pinout.png
Scale bar: 100 um. Pins as bars across the die edge, other pins in gray.
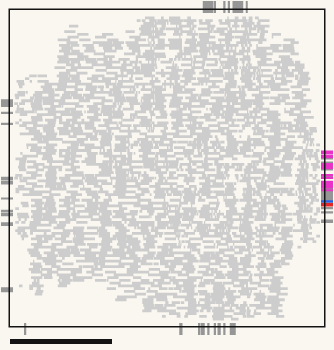
gates.png
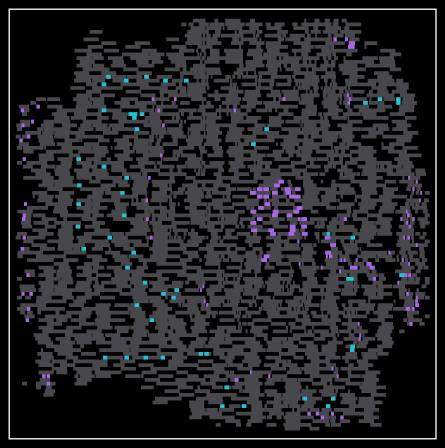
closeup.png
Scale bar: 5 um. Window x 144 to 164, y 208 to 228 um. Cells in gray, sequential cells in the stronger gray; small squares are vias.
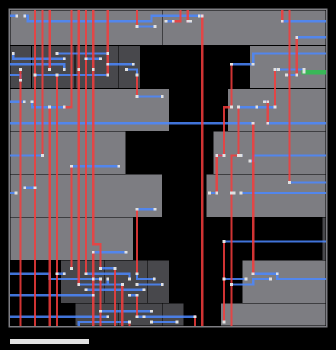
clock_nets.png
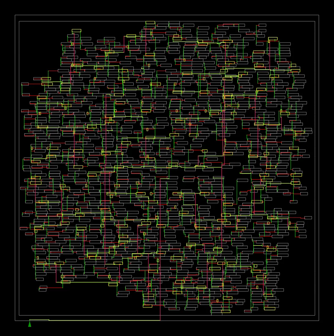
route_heat.png
The die is cut into 31 by 31 equal tiles; white is low, dark blue is high, scaled to the fullest tile. Values are wire area over tile area, all layers added.
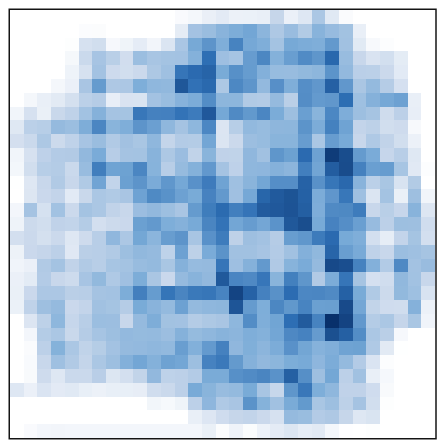
==> config.mk <==
export PLATFORM = sky130hd
export DESIGN_NAME = dlx_bus_slave_responder
export DESIGN_NICKNAME = d
export VERILOG_FILES = /design/src/rtl/dlx_bus_slave_responder.sv
export SDC_FILE = /design/constraint.sdc
export NUM_CORES = 1
export LEC_CHECK = 0
export CORE_AREA = 4 4 305 307
export DETAILED_ROUTE_END_ITERATION = 12
export DIE_AREA = 0 0 309 311
export GPL_TIMING_DRIVEN = 1
export SYNTH_ARGS = -nofsm -noshare
export SYNTH_HDL_FRONTEND = slang
export SYNTH_SLANG_ARGS = --single-unit
==> constraint.sdc <==
create_clock -name CLK -period 4.95 [get_ports CLK]
set_input_delay 0.7425 -clock CLK [delete_from_list [all_inputs] [get_ports CLK]]
set_output_delay 0.7425 -clock CLK [all_outputs]
set_load 0.005 [all_outputs]
==> src/rtl/dlx_bus_slave_responder.sv <==
`timescale 1ns/1ps
// dlx_bus_slave_responder
// Target-side responder for the DLX memory bus. Services master accesses from
// an internal word-addressed memory and returns a one-cycle active-low ACK_N
// after WAIT_CYCLES wait states.
// Ports:
//   CLK, RESET         : clock, synchronous active-high reset
//   AS_N, WR_N         : address strobe (active low), direction (0 = write)
//   ADDR, DIN          : word address and write data from the master
//   DOUT               : read data, held until the next read completes
//   ACK_N              : transfer acknowledge, low for one cycle per transfer
//   BUSY, STATE        : not-idle flag and debug view of the FSM state
//   TXN_CNT            : number of acknowledged transfers (wraps)
module dlx_bus_slave_responder #(
    parameter int unsigned ADDR_W      = 5,
    parameter int unsigned DATA_W      = 32,
    parameter int unsigned WAIT_CYCLES = 2
) (
    input  logic              CLK,
    input  logic              RESET,
    input  logic              AS_N,
    input  logic              WR_N,
    input  logic [ADDR_W-1:0] ADDR,
    input  logic [DATA_W-1:0] DIN,
    output logic [DATA_W-1:0] DOUT,
    output logic              ACK_N,
    output logic              BUSY,
    output logic [1:0]        STATE,
    output logic [15:0]       TXN_CNT
);

    localparam int unsigned CNT_W = 4;
    localparam int unsigned DEPTH = 1 << ADDR_W;

    localparam logic [1:0] S_IDLE    = 2'd0;
    localparam logic [1:0] S_WAIT    = 2'd1;
    localparam logic [1:0] S_ACK     = 2'd2;
    localparam logic [1:0] S_RELEASE = 2'd3;

    logic [DATA_W-1:0] mem [0:DEPTH-1];

    logic [1:0]        state_q,  state_d;
    logic [CNT_W-1:0]  cnt_q,    cnt_d;
    logic [ADDR_W-1:0] addr_q,   addr_d;
    logic [DATA_W-1:0] din_q,    din_d;
    logic              wr_n_q,   wr_n_d;
    logic [DATA_W-1:0] dout_q,   dout_d;
    logic [15:0]       txn_q,    txn_d;

    // Access attributes used on ACK entry: live inputs when entering straight
    // from IDLE (zero-wait build), latched copies otherwise.
    logic              enter_ack;
    logic              mem_we;
    logic [ADDR_W-1:0] acc_addr;
    logic [DATA_W-1:0] acc_din;
    logic              acc_wr_n;

    // Next-state, latch and memory-access decode
    always_comb begin
        state_d   = state_q;
        cnt_d     = cnt_q;
        addr_d    = addr_q;
        din_d     = din_q;
        wr_n_d    = wr_n_q;
        dout_d    = dout_q;
        txn_d     = txn_q;
        enter_ack = 1'b0;
        mem_we    = 1'b0;
        acc_addr  = addr_q;
        acc_din   = din_q;
        acc_wr_n  = wr_n_q;

        case (state_q)
            S_IDLE: begin
                if (!AS_N) begin
                    addr_d   = ADDR;
                    din_d    = DIN;
                    wr_n_d   = WR_N;
                    acc_addr = ADDR;
                    acc_din  = DIN;
                    acc_wr_n = WR_N;
                    if (WAIT_CYCLES == 0) begin
                        state_d   = S_ACK;
                        enter_ack = 1'b1;
                    end else begin
                        cnt_d   = CNT_W'(WAIT_CYCLES);
                        state_d = S_WAIT;
                    end
                end
            end
            S_WAIT: begin
                if (AS_N) begin
                    state_d = S_IDLE;
                end else if (cnt_q == CNT_W'(1)) begin
                    state_d   = S_ACK;
                    enter_ack = 1'b1;
                end else begin
                    cnt_d = cnt_q - CNT_W'(1);
                end
            end
            S_ACK: begin
                state_d = S_RELEASE;
            end
            default: begin
                // Hold until the strobe drops so one long strobe counts once
                if (AS_N) begin
                    state_d = S_IDLE;
                end
            end
        endcase

        if (enter_ack) begin
            txn_d = txn_q + 16'd1;
            if (acc_wr_n) begin
                dout_d = mem[acc_addr];
            end else begin
                mem_we = 1'b1;
            end
        end
    end

    // State and attribute registers
    always_ff @(posedge CLK) begin
        if (RESET) begin
            state_q <= S_IDLE;
            cnt_q   <= '0;
            addr_q  <= '0;
            din_q   <= '0;
            wr_n_q  <= 1'b0;
            dout_q  <= '0;
            txn_q   <= '0;
        end else begin
            state_q <= state_d;
            cnt_q   <= cnt_d;
            addr_q  <= addr_d;
            din_q   <= din_d;
            wr_n_q  <= wr_n_d;
            dout_q  <= dout_d;
            txn_q   <= txn_d;
        end
    end

    // Memory write; contents survive reset but a reset edge drops the write
    always_ff @(posedge CLK) begin
        if (!RESET && mem_we) begin
            mem[acc_addr] <= acc_din;
        end
    end

    assign DOUT    = dout_q;
    assign ACK_N   = (state_q != S_ACK);
    assign BUSY    = (state_q != S_IDLE);
    assign STATE   = state_q;
    assign TXN_CNT = txn_q;

endmodule

==> impl_metrics.ini <==
; synthesis and place-and-route metrics
[sta]
slew-limit-headroom = 0.08140
tns_ns = 0
finalCriticalPeriod_ns = 3.906
timing.hold.ws_ns = 0.5138
max_freq_ghz = 0.2560
finalClockPeriodUsage = 0.7890
drv_slew = 0

[clock_network]
cts_tree = built
htree_levels = 3
tritoncts.num_buffers = 112
clockBufferDepth = 3
cts_setup_buffers = 0
postCtsHoldBufs = 0
clock-root-buffer = clkbuf_16
cts_resized = 0
clk_pin_slew_ns = 0.06

[setup_path]
cp-end-kind = flip-flop
worstSetupStartpointType = flip-flop
worstSetupStartpoint = STATE[0]
path_delay_family = simple AND/OR/NAND/NOR gates
crit_arrival_ns = 4.23
reg2reg_to = mem[9][6]
reg2reg_depth = 8
critPathMaxFanout = 22
cp_cell_sequence = inv_1 -> ha_1 -> nand2b_4 -> mux2i_1 -> nand2_1 -> or4b_2 -> nor2_4 -> buf_4
crit_required_ns = 5.27
r2r_slack_ns = 1.04
cp.depth = 8
slowest_stage = or4b_2
regToRegStartpoint = STATE[0]
worst-setup-path-type = flip-flop to flip-flop
path_buffers = 2

[cells_and_area]
areaGrowthSynthToFinish_pct = 16.32
buffer_area_frac = 0.04223
seq_area_sq_mm = 0.03259
drive_above_1_share = 0.2052
nNetsFinal = 2586
fin_area_sq_mm = 0.05002
fill_cells = 6881
num-nonclk-inverters = 58
n_antenna_cell = 0
design.seq.count = 1116
largest_class = sequential cells
logic_area_sq_mm = 0.009833
num-multi-input-gates = 1048
clockBufferCount = 148
comb_share = 0.1966
seq_share = 0.6516

[yosys]
ys_seq_elements = 1116
yosys_cells = 2373
synth.largest_area_cell = edfxtp_1
yosys-stat-area_sq_mm = 0.04300
ys_types = 47
synth-edff-count = 1024
yosysWarnings = 0
top_area_frac = 0.7151
netlist_area_sq_mm = 0.04300
netlist_instances = 2373
ys_seq_frac = 0.7580
synth.most_common_cell = edfxtp_1
syn_avg_cell_area_sq_um = 18.12
synth-async-reset-ratio = 0

[power]
ir_drop_mv = 0.2752
p_per_area_mw_per_mm2 = 427.3
leakage_nw = 16.08
switching_share = 0.2356
p_int_mw = 16.34
switching_power_mw = 5.036
comb_power_share = 0.100
p_clk_frac = 0.405

[placed_design]
placed_area_sq_mm = 0.04623
numPortBuffers = 92
dp_hpwl_um = 67640
place_congestion = 0.8294

[job]
openroad.warnings = 32
max_cap_violations = 0

[floorplan]
die_y_um = 311
fp.coreArea_sq_mm = 0.09001
ios = 93
rows = 110
dieWidth_um = 309
num_tap_cells = 1176
initial_core_util = 0.4777

[route]
dr.pass1.iters = 5
drc = 0
wl_per_cell_um = 29.53
num_vias = 23412
routed_wl_um = 112600
drtIter0Drc = 2420

[run_status]
outcome = finished, final reports clean

[global_routing]
grt_max_degree = 67
antenna_found_initial = 2
overflow = 0
grt_pass1_wl_um = 163400
grt_pass1_vias = 23546
-- pinout.png (at the start) --
[AS_N] blue | pins: 1 | direction: input | edge: east
[TXN_CNT] magenta | pins: 16 | direction: output | edge: east
[STATE] red | pins: 2 | direction: output | edge: east
all pins by edge: 36 east, 22 north, 20 west, 15 south

-- gates.png (at the start) --
[non-inverting ao/oa cells] cyan | cells: 54
[nor cells] purple | cells: 139

-- closeup.png (at the start) --
[M3] green
[M2] red
[M1] blue
most frequent: edfxtp_1 (10), a211oi_1 (6), inv_1 (3)
sequential cells in the window: 10
cells with their middle in the window: 19
netlist names of flops here include: mem (10)

-- clock_nets.png (at the start) --
clk_skew: 0.02081 ns
Clock Sink Count: 1,116

-- route_heat.png (at the start) --
mean over tiles: 0.19
fullest tile: 0.56
nearly empty tiles: 14%
densest ninth of the die: center

## worst register-to-register path, delay by kind of cell (launching register included)
family / cells / cell delay (ns)
adder cells (fa/ha/maj): 1 / 0.30
multiplexers: 1 / 0.48
buffers and inverters: 2 / 0.60
flip-flops: 1 / 0.42
AND/OR/NAND/NOR: 4 / 1.72
## logic make-up (layout without fill, tap and decap cells)
family	count (synthesis)	after routing	share of synthesized area
AOI/OAI and AO/OA	383	383	0.06571
xor gates and xnor gates	15	15	0.003055
adders and majority gates	8	8	0.002328
buffers and inverters	209	473	0.02145
DFF	1116	1116	0.7580
muxes	239	239	0.1080
and+or+nand+nor	403	403	0.04147
## layout by cell type, fill, tap and decap left out, drive strengths merged, types with 5 or more instances in the layout
| cell type | count |
|---|---|
| bufinv | 13 |
| nand2 | 197 |
| mux2 | 37 |
| o21bai | 19 |
| a22oi | 19 |
| nor2 | 79 |
| nand2b | 6 |
| a221oi | 16 |
| mux4 | 176 |
| edfxtp | 1024 |
| clkinv | 39 |
| clkinvlp | 8 |
| nor2b | 34 |
| nor3 | 21 |
| and3 | 10 |
| a311oi | 59 |
| a21oi | 41 |
| xor2 | 10 |
| xnor2 | 5 |
| mux2i | 26 |
| nand3 | 37 |
| inv | 64 |
| dfxtp | 92 |
| buf | 110 |
| ha | 8 |
| o21ai | 26 |
| clkdlybuf4s50 | 91 |
| a22o | 51 |
| a211oi | 110 |
| a31oi | 35 |
| clkbuf | 148 |
## how the worst min path moves through the flow
stage | slack [ns] | cells past startpoint | from | endpoint
6_report | 0.51 | 2 | TXN_CNT[1] | TXN_CNT[1]
3_3_place_gp | 0.48 | 2 | TXN_CNT[1] | TXN_CNT[1]
5_1_grt | 0.52 | 2 | RESET | TXN_CNT[14]
3_5_place_dp | 0.50 | 2 | TXN_CNT[1] | TXN_CNT[1]
2_1_floorplan | 0.48 | 2 | TXN_CNT[1] | TXN_CNT[1]
4_1_cts | 0.48 | 2 | RESET | TXN_CNT[11]
## metal layers
metal / vias up / wire (um) / global-route usage
met5: - / 13 / 0
met4: 2 / 3373 / 0.07369
met3: 196 / 10020 / 0.04758
met2: 1060 / 52760 / 0.3635
met1: 12269 / 46440 / 0.3367
li1: 9885 / - / -
## power groups by stage
stage          Combinational [mW]  Sequential (mW)  Clock, mW
6_report                     2.14             10.6       8.65
5_1_grt                      2.29             10.6       9.17
4_1_cts                      2.15             10.6       8.77
3_5_place_dp                 2.14             10.8          0
3_3_place_gp                 2.09             10.8          0
2_1_floorplan                1.35             10.8          0
## per-stage QoR
step / cells / setup slack, ns / power, mW / utilization
3_3_place_gp: 3599 / 0.4817 / 12.88 / 0.5136
5_1_grt: 3813 / 0.9050 / 22.05 / 0.5557
6_report: 3813 / 1.044 / 21.37 / 0.5557
3_5_place_dp: 3599 / 0.4100 / 12.93 / 0.5136
4_1_cts: 3813 / 1.063 / 21.51 / 0.5557
2_1_floorplan: 2373 / 0.8422 / 12.12 / -
## registers in the layout, summed over array words and instances (netlist names)
register  flops
wr_n_q        1
din_q        32
mem        1024
addr_q        5
TXN_CNT      16
cnt_q         4
STATE         2
DOUT         32
Power figures rest on the tool's default switching activity, not on a simulated workload.
